Figure 1. Signal wires on met2.
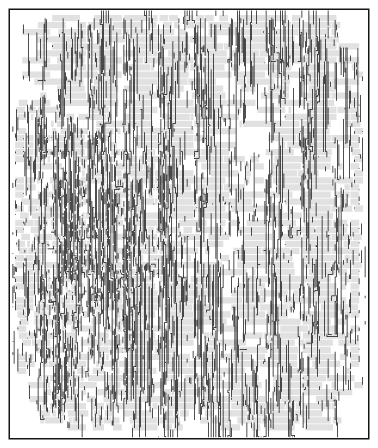
Figure 2. Clock nets.
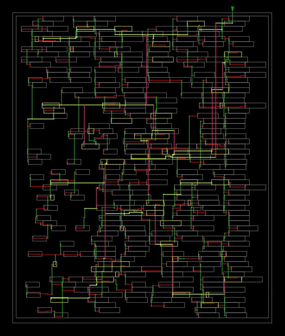
Design ifu_pf, sky130hd; sources not shown.
==> flow_summary.rst <==
Implementation results
======================

.. list-table::
   :header-rows: 1

   * - Metric
     - Value
   * - Stage-log warning count
     - 30
   * - Core utilization of the finished layout
     - ~74%
   * - Maximum buffer depth of the clock tree
     - 3
   * - Worst clock skew
     - 0.0160 ns
   * - Final setup slack of the worst path
     - approximately 1.2 ns
   * - Result of the run
     - finished, final reports clean
   * - Critical path fanouts, max
     - 10
   * - Worst setup EP type
     - output pin
   * - Top cell type by total area after synthesis
     - sky130_fd_sc_hd__edfxtp_1
   * - Primary flip-flop cell chosen by synthesis mapping
     - sky130_fd_sc_hd__edfxtp_1
   * - Maximum number of pins on one net before global-route repair
     - around 60
   * - Count of unresolved DRC violations after routing
     - 0
   * - Max Fclk
     - approximately 200 MHz
   * - Worst Tran Pin Value
     - 0.895 ns
   * - Pwr dens
     - about 270 nW/um^2
   * - Setup-violating endpoint count in the final report
     - 0
   * - Data required time at the worst endpoint
     - between 5 and 6 ns
   * - Depth of the CTS H-tree
     - 1
   * - Number of maximum-capacitance violations
     - 0
   * - Diodes inserted
     - 0
   * - Clock-pin slew on the worst setup and hold paths
     - about 0.070 ns
   * - DR WL/cell
     - approximately 21 um
   * - Floorplan core density
     - between 50 and 60%
   * - Number of instances on the worst hold path
     - 2
   * - Wire length of the first global-routing pass
     - approximately 44000 um
   * - Cell chosen for the clock root
     - sky130_fd_sc_hd__clkbuf_16
   * - Fill cell total of the finished layout
     - between 1000 and 1500
   * - Die y size
     - roughly 160 um
   * - Sequential cell area
     - about 8600 um^2
   * - Critical Setup Path Class
     - register to output pin
   * - Number of cells after detailed placement
     - between 1000 and 1500
   * - R2R depth
     - 12
   * - Number of detailed-route iterations in the first pass
     - 5
   * - Initial antenna violation count
     - 0
   * - Multi-input gate area in the final layout
     - between 3000 and 4000 um^2
   * - Average vias per placed instance
     - 6.02
   * - Top Ports
     - around 170
   * - Number of enable flip-flop cells
     - around 260
   * - Synthesis Warnings
     - 0
   * - Max_slew headroom
     - about two fifths
   * - Die Wd
     - around 140 um
   * - Worst reg-to-reg setup slack
     - 2.78 ns
   * - Average footprint of a synthesized cell
     - approximately 15 um^2
   * - Leak pwr
     - roughly 5.2 nW
   * - Sum of internal, switching and leakage power
     - between 4 and 5 mW
   * - Setup repair after global routing missed its margin
     - false
   * - Via count of the first global-routing pass
     - between 7000 and 8000
   * - Syn nets
     - slightly above 900
   * - Ys cells
     - roughly 840
   * - Crit path arrival time
     - between 3 and 4 ns
   * - Number of hold-slack violations in the final timing report
     - 0
   * - Setup TNS after final layout
     - 0 ns
   * - Top area contributor share
     - just under 60%
   * - Chip area
     - about 23000 um^2
   * - Worst-path cell chain
     - clkbuf_1 -> buf_1 -> mux4_2 -> and2_1 -> clkdlybuf4s50_1
   * - Ys async rst share
     - 0%
   * - Flops after synth
     - 302
   * - Cells after Synth
     - 836
   * - Syn-to-layout area delta
     - 24.2%
   * - Fin cells
     - ~1300
   * - Yosys stat area
     - 12900 um^2
   * - Type of origin of the critical path
     - register
   * - Crit share post-route
     - roughly four fifths
   * - Worst-path cell with the longest stage delay
     - sky130_fd_sc_hd__clkdlybuf4s50_1
   * - Number of nets with antenna violations after routing
     - 0
   * - Post-Place Setup Slack
     - about 1.6 ns
   * - Number of rows created at floorplan
     - 59
   * - Placer's final routability congestion estimate
     - between 0.9 and 1
   * - Cell area after synthesis
     - 12900 um^2
   * - Unique masters post-synth
     - roughly 57
   * - Final critical delay including setup and external delays
     - 5.08 ns
   * - Largest stage delay on the critical path
     - just under 0.8 ns
   * - CTS tree
     - built
   * - IR drop worst, VDD
     - between 0.2 and 0.25 mV
   * - Sequential cell area fraction in the yosys report
     - about two thirds
   * - Synth top cell by count
     - sky130_fd_sc_hd__edfxtp_1
   * - Number of buffers added on ports
     - approximately 170
   * - Total via count in the routed design
     - around 8000
   * - Commonest cells in the netlist
     - sky130_fd_sc_hd__edfxtp_1 (256), sky130_fd_sc_hd__and2_1 (70), sky130_fd_sc_hd__mux4_2 (64)
   * - Core outline area
     - 21600 um^2
   * - Cell area leaders
     - sky130_fd_sc_hd__edfxtp_1 (60%), sky130_fd_sc_hd__mux4_2 (11%), sky130_fd_sc_hd__dfxtp_1 (7.1%)
   * - Initial drt markers
     - 650
About Figure 1:
nets with wire on the layer = 995
longest straight run = 59.5 um
total wire length after detailed routing: 28600 um
met2 Track Usage GR: 43.1%

About Figure 2:
total clock buffers created by CTS: 28
number of clock buffers in the layout: 31
sequential cell count: 302
clk ins delay skew pair: 0.54 ns
clock net sink count: 302

==> placed cells by master (no fill, tap or decap), types with 24 or more instances in the layout <==
cell type	instances
sky130_fd_sc_hd__and2_1	66
sky130_fd_sc_hd__clkbuf_1	50
sky130_fd_sc_hd__clkbuf_16	29
sky130_fd_sc_hd__clkdlybuf4s50_1	169
sky130_fd_sc_hd__dfxtp_1	46
sky130_fd_sc_hd__edfxtp_1	256
sky130_fd_sc_hd__mux4_2	64
sky130_fd_sc_hd__nand2_1	37
sky130_fd_sc_hd__nor2_1	40
sky130_fd_sc_hd__xor2_1	24
==> cell type report <==
| type | instances | share of cell area [%] |
|---|---|---|
| clock inverter | 19 | 1.59 |
| clock buffer | 31 | 4.58 |
| inverter | 20 | 0.469 |
| multi-input combinational | 454 | 24.9 |
| timing repair buffer | 173 | 11.1 |
| tap | 274 | 2.14 |
| buffer | 60 | 1.52 |
| sequential | 302 | 53.7 |
==> critical path: cells and delay by family (launching register included) <==
kind                   cells  cell delay, ns
buffers and inverters      3            2.13
flip-flops                 1            0.33
multiplexers               1            0.64
AND/OR/NAND/NOR            1            0.18
==> kinds of logic after synthesis <==
kind of cell,Yosys count,share of synthesized area (%)
xor+xnor,43,2.92
simple gates,248,10.8
compound gates,79,3.89
buf+inv,80,2.46
mux,68,11.5
flops,302,66.7
fa+ha+maj,16,1.73
==> power by group <==
part	leakage (nW)	switching [mW]	internal, mW	total (mW)
registers	2.70	0.0178	2.19	2.20
logic	2.00	0.159	0.101	0.261
clock network	0.467	0.705	1.08	1.79
total	5.16	0.882	3.37	4.25
==> per-layer routing <==
metal  track usage (%)  vias to the layer above  part of all wire, %
met4              7.81                        0                  2.6
met2              43.1                      401                   50
li1                  -                     3618                    -
met5                 0                        -                    0
met1              34.7                     3947                   39
met3              3.81                       60                  8.2
==> metrics by stage <==
stage | hold slack, ns | cell area (um^2)
final | 0.524 | 16000
after global routing | 0.581 | 16000
after CTS | 0.519 | 16000
after detailed placement | 0.508 | 15000
after global placement | 0.497 | 14900
after floorplan | 0.470 | 12900
No activity file was given, so power comes from the tool's default toggle rates.
